`src/rtl/mse_batch_evaluator.sv`:
```
// Batch MSE evaluator: per-candidate saturating sum of squared error against a
// reference stream, reported as the mean over 2^LOG_SAMPLES accepted samples.
module mse_batch_evaluator #(
  parameter int NUM_CAND    = 2,
  parameter int DATA_WL     = 12,
  parameter int LOG_SAMPLES = 10,
  parameter int WARMUP      = 32,
  parameter int ACC_WL      = 64,
  localparam int IDX_W      = (NUM_CAND > 1) ? $clog2(NUM_CAND) : 1
) (
  input  logic                        clk,
  input  logic                        rstn,
  input  logic                        start,
  input  logic                        abort,
  input  logic                        in_valid,
  input  logic [NUM_CAND*DATA_WL-1:0] data_in,
  input  logic [DATA_WL-1:0]          data_ref,
  output logic [ACC_WL-1:0]           res_data,
  output logic [IDX_W-1:0]            res_idx,
  output logic                        res_valid,
  input  logic                        res_ready,
  output logic                        busy,
  output logic                        done,
  output logic [2:0]                  dbg_state
);

  typedef enum logic [2:0] {
    S_IDLE   = 3'd0,
    S_WARMUP = 3'd1,
    S_ACCUM  = 3'd2,
    S_DRAIN  = 3'd3,
    S_OUTPUT = 3'd4
  } state_t;

  localparam int                SQ_W      = 2*DATA_WL + 2;
  localparam int                WCNT_W    = 17;
  localparam logic [WCNT_W-1:0] WARM_LAST = WCNT_W'((WARMUP > 0) ? WARMUP - 1 : 0);
  localparam logic [IDX_W-1:0]  IDX_LAST  = IDX_W'(NUM_CAND - 1);

  state_t                 r_state;
  state_t                 w_next_state;
  logic [WCNT_W-1:0]      r_warm_cnt;
  logic [LOG_SAMPLES-1:0] r_samp_cnt;
  logic                   r_drain_cnt;
  logic [IDX_W-1:0]       r_res_idx;
  logic                   r_done;
  logic                   r_s1_valid;
  logic [SQ_W-1:0]        r_sq [NUM_CAND];
  logic [ACC_WL-1:0]      r_acc [NUM_CAND];
  logic [SQ_W-1:0]        w_sq [NUM_CAND];
  logic [ACC_WL-1:0]      w_acc_next [NUM_CAND];
  logic                   w_start_ok;
  logic                   w_accept;
  logic                   w_res_fire;
  logic                   w_last_fire;

  // Result handshake: res_valid is high for the whole OUTPUT state and res_data/res_idx
  // hold still until a cycle with res_valid & res_ready, which transfers one result.
  assign w_start_ok  = (r_state == S_IDLE) && start && !abort;
  assign w_accept    = (r_state == S_ACCUM) && in_valid && !abort;
  assign w_res_fire  = (r_state == S_OUTPUT) && res_ready && !abort;
  assign w_last_fire = w_res_fire && (r_res_idx == IDX_LAST);

  always_ff @(posedge clk or negedge rstn) begin
    if (!rstn) r_state <= S_IDLE;
    else       r_state <= w_next_state;
  end

  always_comb begin
    w_next_state = r_state;
    if (abort) begin
      w_next_state = S_IDLE;
    end else begin
      case (r_state)
        S_IDLE:   if (start) w_next_state = (WARMUP == 0) ? S_ACCUM : S_WARMUP;
        S_WARMUP: if (in_valid && (r_warm_cnt == WARM_LAST)) w_next_state = S_ACCUM;
        S_ACCUM:  if (in_valid && (r_samp_cnt == '1)) w_next_state = S_DRAIN;
        S_DRAIN:  if (r_drain_cnt) w_next_state = S_OUTPUT;
        S_OUTPUT: if (res_ready && (r_res_idx == IDX_LAST)) w_next_state = S_IDLE;
        default:  w_next_state = S_IDLE;
      endcase
    end
  end

  always_comb begin
    busy      = (r_state != S_IDLE);
    res_valid = (r_state == S_OUTPUT);
    res_idx   = r_res_idx;
    done      = r_done;
    dbg_state = r_state;
    res_data  = '0;
    if (r_state == S_OUTPUT) res_data = r_acc[r_res_idx] >> LOG_SAMPLES;
  end

  always_ff @(posedge clk or negedge rstn) begin
    if (!rstn) begin
      r_warm_cnt  <= '0;
      r_samp_cnt  <= '0;
      r_drain_cnt <= 1'b0;
      r_res_idx   <= '0;
      r_done      <= 1'b0;
    end else begin
      r_done <= w_last_fire;
      if (w_start_ok) begin
        r_warm_cnt  <= '0;
        r_samp_cnt  <= '0;
        r_drain_cnt <= 1'b0;
      end else begin
        if ((r_state == S_WARMUP) && in_valid) r_warm_cnt <= r_warm_cnt + WCNT_W'(1);
        if (w_accept) r_samp_cnt <= r_samp_cnt + LOG_SAMPLES'(1);
        if (r_state == S_DRAIN) r_drain_cnt <= ~r_drain_cnt;
      end
      // Index returns to 0 after the last result or on abort, so OUTPUT always starts at 0.
      if (abort || w_last_fire) r_res_idx <= '0;
      else if (w_res_fire)      r_res_idx <= r_res_idx + IDX_W'(1);
    end
  end

  for (genvar k = 0; k < NUM_CAND; k++) begin : g_cand
    logic [DATA_WL-1:0] w_cand;
    logic [DATA_WL:0]   w_diff;
    logic [SQ_W-1:0]    w_diff_x;
    logic [ACC_WL:0]    w_sum;

    assign w_cand   = data_in[k*DATA_WL +: DATA_WL];
    assign w_diff   = {w_cand[DATA_WL-1], w_cand} - {data_ref[DATA_WL-1], data_ref};
    // Low SQ_W bits of the product of sign-extended operands equal the signed square.
    assign w_diff_x = {{(DATA_WL+1){w_diff[DATA_WL]}}, w_diff};
    assign w_sq[k]  = w_diff_x * w_diff_x;
    assign w_sum    = {1'b0, r_acc[k]} + {{(ACC_WL+1-SQ_W){1'b0}}, r_sq[k]};
    assign w_acc_next[k] = w_sum[ACC_WL] ? {ACC_WL{1'b1}} : w_sum[ACC_WL-1:0];
  end

  always_ff @(posedge clk or negedge rstn) begin
    if (!rstn) begin
      r_s1_valid <= 1'b0;
      for (int k = 0; k < NUM_CAND; k++) begin
        r_sq[k]  <= '0;
        r_acc[k] <= '0;
      end
    end else begin
      r_s1_valid <= w_accept;
      for (int k = 0; k < NUM_CAND; k++) begin
        if (w_accept) r_sq[k] <= w_sq[k];
        if (w_start_ok)      r_acc[k] <= '0;
        else if (r_s1_valid) r_acc[k] <= w_acc_next[k];
      end
    end
  end

endmodule

```
`config.mk`:
```
export PLATFORM = sky130hd
export DESIGN_NAME = mse_batch_evaluator
export DESIGN_NICKNAME = d
export VERILOG_FILES = /design/src/rtl/mse_batch_evaluator.sv
export SDC_FILE = /design/constraint.sdc
export NUM_CORES = 1
export LEC_CHECK = 0
export ABC_AREA = 0
export CELL_PAD_IN_SITES_DETAIL_PLACEMENT = 0
export CELL_PAD_IN_SITES_GLOBAL_PLACEMENT = 1
export CORE_UTILIZATION = 30
export DETAILED_ROUTE_END_ITERATION = 8
export PLACE_DENSITY_LB_ADDON = 0.25
export SLEW_MARGIN = 40
export SYNTH_ARGS = -nofsm -noshare
export SYNTH_HDL_FRONTEND = slang
export SYNTH_SLANG_ARGS = --single-unit
```
`constraint.sdc`:
```
create_clock -name clk -period 3.1 [get_ports clk]
set_clock_uncertainty 0.15 [all_clocks]
set_input_delay 0.465 -clock clk [delete_from_list [all_inputs] [get_ports clk]]
set_output_delay 0.465 -clock clk [all_outputs]
set_load 0.02 [all_outputs]
```
==> run summary, run 1 <==
flow finished, numbers: Signal buffers=a little over 600, synthesized area=25400 um^2, CP Data Arrival Time=7.21 ns, Residual DRC=0, clk tree area frac=0.0244, Detail Route met3 WL=2440 um, Log Warnings=34, final antenna-violating net count=0, Ports=113, TNS Setup=-132.63 ns, fraction of layout cells with a size suffix above 1=0.294, Slowest-stage cell, CP=fa_1, status=finished with violations, fin crit share=2.24, most flop-heavy register=r_acc, Worst setup endpoint=r_sq[25]$_DFFE_PN0P_, Final Hold Violation Tally=0, dpl ws=-4.90 ns, wire per inst=17.0 um, fin crit period=between 6 and 7 ns, flip-flop and latch area=5310 um^2, worst reg2reg endpoint=r_acc[116]$_DFFE_PN0P_, failing checks=negative setup slack, flop2flop setup slack=0.13 ns, stages on the worst setup path=32, CTS root buffer=clkbuf_16, flop share of the area=0.151, Setup Viol. Count Final=44, post-route worst setup slack=-3.84 ns, multi-input gates=between 2000 and 2500, Max H-tree Level=1, n_taps=1134, DRT iter0 DRCs=1145, flops out of synthesis=about 210, GR Util met1=0.246, max-cap violations=0, Comb area share=0.585, utilization after layout=0.420, asr flop ratio synth=1.00, post-synthesis mux area share=0.0268, critical path peak fanout=4, yosys stat area=25400 um^2, initial antenna violation count=0, Die X=293 um, Gate Area=20600 um^2, TritonRoute pass-1 iters=5, biggest regs=r_acc: 128 flops, r_sq: 50 flops, r_warm_cnt: 17 flops, Worst EP required=3.38 ns, Layout area overhead=38.6%, ao+oa area frac=0.135, Top-area cell share=0.225, Crit Path Class=in -> reg, number of enable flip-flop cells=0, first-pass GRT wire length=126000 um
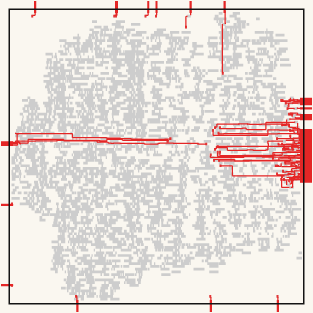
Fig. 1. Nets reached from selected ports (run 1).
(1 px per um)
| colour | port | direction | edge | end cells | buffers | wire |
|---|---|---|---|---|---|---|
| red | res_data | output | 49 right, 7 top, 5 left, 3 bottom | 64 | 55 | 2500 um |

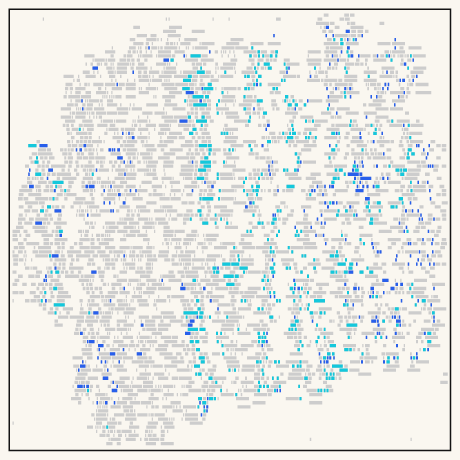
Fig. 2. Selected gate families (run 1).
(1.5 px per um)
| colour | family | cells | most used |
|---|---|---|---|
| cyan | aoi and oai cells | 434 | a21oi_1 |
| blue | nor cells | 338 | nor2_1 |

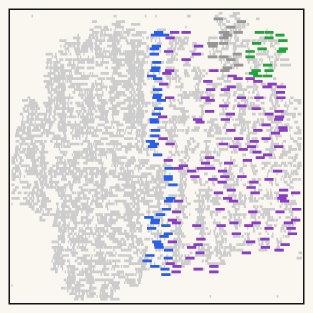
Fig. 3. Sequential cells coloured by netlist name (run 1).
(1 px per um)
| colour | signal | placed flops |
|---|---|---|
| blue | r_sq | 50 |
| purple | r_acc | 128 |
| green | r_warm_cnt | 17 |

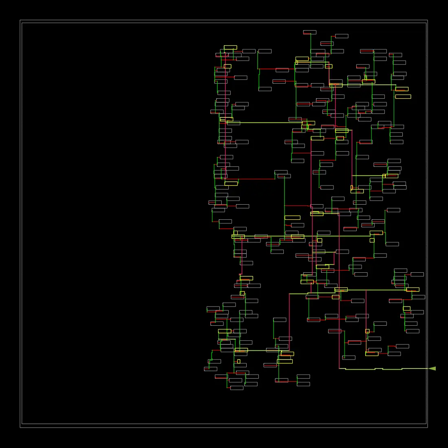
Fig. 4. Clock nets (run 1).
clk_buf instances: 34
CTS Buf Count: 25

==> run 2, diff against run 1 <==
SLEW_MARGIN = default   (was 40)
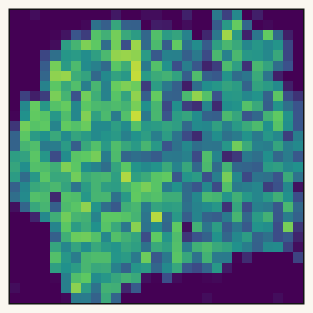
Fig. 5. Local utilization (run 2).
(1 px per um) 29 x 29 tiles, from dark purple (low) to yellow (high), 0 to 100% covered.
mean over tiles: 39%
tiles over 75% full: 6.1%
fullest tile: 92%
emptiest ninth of the die: bottom right
densest ninth of the die: left middle

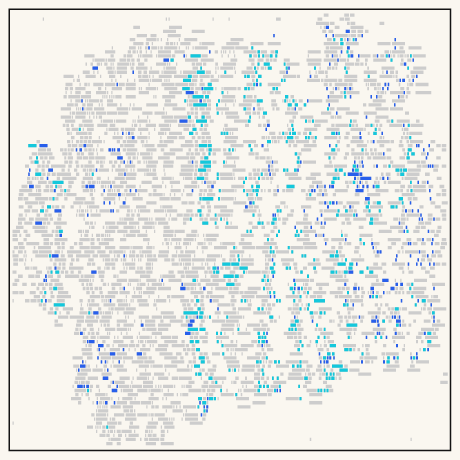
Fig. 6. Selected gate families (run 2).
(1.5 px per um)
| colour | family | cells | most used |
|---|---|---|---|
| blue | nor cells | 338 | nor2_1 |
| cyan | aoi and oai cells | 434 | a21oi_1 |

==> run 2 against run 1 <==
The flow still finishes with violations (negative setup slack). Core utilization unchanged. Synthesized cell count unchanged. First-iteration DRC count unchanged. Non-clock buffer count unchanged. Die area unchanged. Via count unchanged. Critical path depth unchanged. Setup slack unchanged. Global-route usage unchanged. Critical endpoint unchanged. Largest cell class unchanged. Highest routed layer unchanged.
==> run summary, run 2 <==
flow finished, numbers: worst reg2reg endpoint=r_acc[116]$_DFFE_PN0P_ (unchanged), CP Data Arrival Time=7.21 ns (about the same), Post-CTS Setup Bufs=55 (unchanged), routed vias=21900 (unchanged), post-route worst setup slack=-3.84 ns (unchanged), yosys stat area=25400 um^2 (unchanged), dpl ws=-4.90 ns (unchanged), most flop-heavy register=r_acc (unchanged), Ports=113 (unchanged), Max H-tree Level=1 (unchanged), Dominant combinational family=adder cells (unchanged), ao+oa area frac=0.135 (unchanged), Residual DRC=0 (unchanged), TNS Setup=-132.63 ns (unchanged), biggest regs=r_acc: 128 flops, r_sq: 50 flops, r_warm_cnt: 17 flops (unchanged), Crit path max-delay family=adder cells (unchanged), placed cells=4423 (unchanged), utilization after layout=0.420 (unchanged), Slowest-stage cell, CP=fa_1 (unchanged), status=finished with violations (unchanged), Routability Congestion=0.895 (unchanged), clk_buf instances=34 (unchanged), clk tree area frac=0.0244 (unchanged), TritonRoute pass-1 iters=5 (unchanged), final antenna-violating net count=0 (unchanged), critical path peak fanout=4 (unchanged), Worst EP required=3.38 ns (about the same), asr flop ratio synth=1.00 (unchanged), multi-input gates=2125 (unchanged), failing checks=negative setup slack (unchanged), fin crit share=2.24 (unchanged), n_taps=1134 (unchanged), wire per inst=17.0 um (unchanged), Final HPWL DP=61900 um (unchanged), initial antenna violation count=0 (unchanged), number of enable flip-flop cells=0 (unchanged), Final Hold Violation Tally=0 (unchanged), fin crit period=6.94 ns (unchanged), Die X=293 um (unchanged), Worst setup endpoint=r_sq[25]$_DFFE_PN0P_ (unchanged), Comb area share=0.585 (unchanged), max-cap violations=0 (unchanged), cell count after synthesis=2851 (unchanged), fraction of layout cells with a size suffix above 1=0.294 (unchanged), DRT iter0 DRCs=1145 (unchanged), Gate Area=20600 um^2 (unchanged), CTS Buf Count=25 (unchanged), Log Warnings=34 (unchanged), flop share of the area=0.151 (unchanged), Reg clk slew, reported paths=0.06 ns (about the same), Setup Viol. Count Final=44 (unchanged), CTS root buffer=clkbuf_16 (unchanged), stages on the worst setup path=32 (unchanged), post-synthesis mux area share=0.0268 (unchanged), Detail Route met3 WL=2440 um (unchanged), worst setup path startpoint=data_ref[2] (unchanged), synthesized area=25400 um^2 (unchanged), Top-area cell share=0.225 (unchanged), flops out of synthesis=212 (unchanged), Crit Path Class=in -> reg (unchanged), flip-flop and latch area=5310 um^2 (unchanged), GR Util met1=0.246 (unchanged), first-pass GRT wire length=126000 um (unchanged), Layout area overhead=38.6% (unchanged)
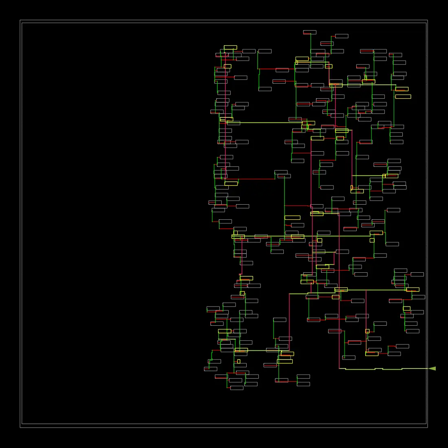
Fig. 7. Clock nets (run 2).
flop count: 212
CTS Sinks: 212

==> run 3, diff against run 2 <==
ABC_AREA = 1   (was 0)
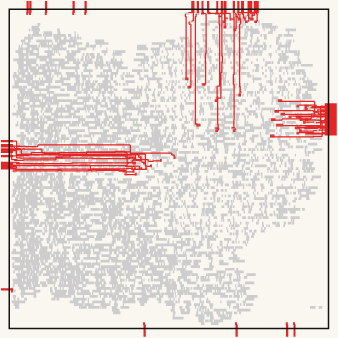
Fig. 8. Nets reached from selected ports (run 3).
(1 px per um)
| colour | port | direction | edge | end cells | buffers | wire |
|---|---|---|---|---|---|---|
| red | res_data | output | 24 top, 23 right, 13 left, 4 bottom | 64 | 69 | 3530 um |

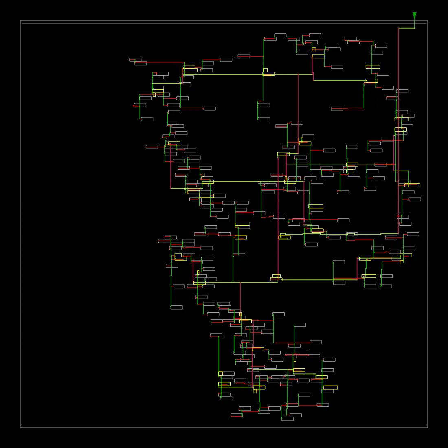
Fig. 9. Clock nets (run 3).
clk_buf instances: 33
Latency at later pin: 0.60 ns

==> run 3 against run 2 <==
Hold slack got worse by 0.037 ns. Largest cell class unchanged. Final area is 18% higher. The run still ends with negative setup slack left. Count of clock-buffer cells in the layout down 1. Synthesized cell count rose by 55%. Highest routed layer unchanged. First-iteration DRC count is 61% higher.
==> run summary, run 3 <==
flow finished, numbers: post-route worst setup slack=-2.89 ns (was -3.84 ns), CP Data Arrival Time=6.33 ns (was 7.21 ns), placed cells=6128 (was 4423), Reg clk slew, reported paths=0.07 ns (was 0.06 ns), flip-flop and latch area=5310 um^2 (about the same), biggest regs=r_acc: 128 flops, r_sq: 50 flops, r_warm_cnt: 17 flops (unchanged), CTS Sinks=212 (unchanged), Ports=113 (unchanged), final antenna-violating net count=0 (unchanged), cell count after synthesis=4405 (was 2851), worst reg2reg endpoint=r_acc[122]$_DFFE_PN0P_ (was r_acc[116]$_DFFE_PN0P_), Slowest-stage cell, CP=fa_1 (unchanged), fraction of layout cells with a size suffix above 1=0.253 (was 0.294), Log Warnings=34 (unchanged), Signal buffers=629 (was 613), max-cap violations=0 (unchanged), flop count=212 (unchanged), first-pass GRT wire length=169000 um (was 126000 um), Layout area overhead=38.8% (was 38.6%), Dominant combinational family=simple AND/OR/NAND/NOR gates (was adder cells), status=finished with violations (unchanged), ao+oa area frac=0.0687 (was 0.135), initial antenna violation count=6 (was 0), fin crit share=1.93 (was 2.24), critical path peak fanout=6 (was 4), fin crit period=5.99 ns (was 6.94 ns), failing checks=negative setup slack (unchanged), most flop-heavy register=r_acc (unchanged), Routability Congestion=0.934 (was 0.895), Max H-tree Level=1 (unchanged), utilization after layout=0.421 (was 0.420), multi-input gates=3267 (was 2125), Crit Path Class=in -> reg (unchanged), CTS root buffer=clkbuf_16 (unchanged), wire per inst=17.1 um (was 17.0 um), Die X=318 um (was 293 um), Worst setup endpoint=r_sq[48]$_DFFE_PN0P_ (was r_sq[25]$_DFFE_PN0P_), TritonRoute pass-1 iters=5 (unchanged), n_taps=1287 (was 1134), flops out of synthesis=212 (unchanged), flop share of the area=0.128 (was 0.151), Final HPWL DP=88000 um (was 61900 um), Detail Route met3 WL=4140 um (was 2440 um), Top-area cell share=0.191 (was 0.225), Post-CTS Setup Bufs=82 (was 55), number of enable flip-flop cells=0 (unchanged), clk tree area frac=0.0257 (was 0.0244), Setup Viol. Count Final=44 (unchanged), Residual DRC=0 (unchanged), dpl ws=-4.19 ns (was -4.90 ns), worst setup path startpoint=data_ref[0] (was data_ref[2]), flop2flop setup slack=0.21 ns (was 0.13 ns), stages on the worst setup path=33 (was 32), DRT iter0 DRCs=1848 (was 1145), yosys stat area=29900 um^2 (was 25400 um^2), Comb area share=0.594 (was 0.585), asr flop ratio synth=1.00 (unchanged)
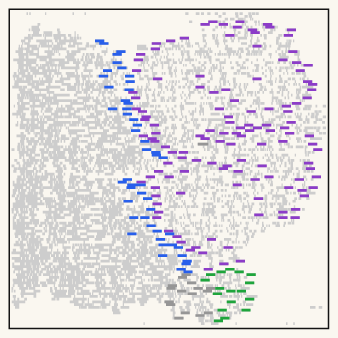
Fig. 10. Sequential cells coloured by netlist name (run 3).
(1 px per um)
| colour | signal | placed flops |
|---|---|---|
| purple | r_acc | 128 |
| blue | r_sq | 50 |
| green | r_warm_cnt | 17 |
not coloured: 17

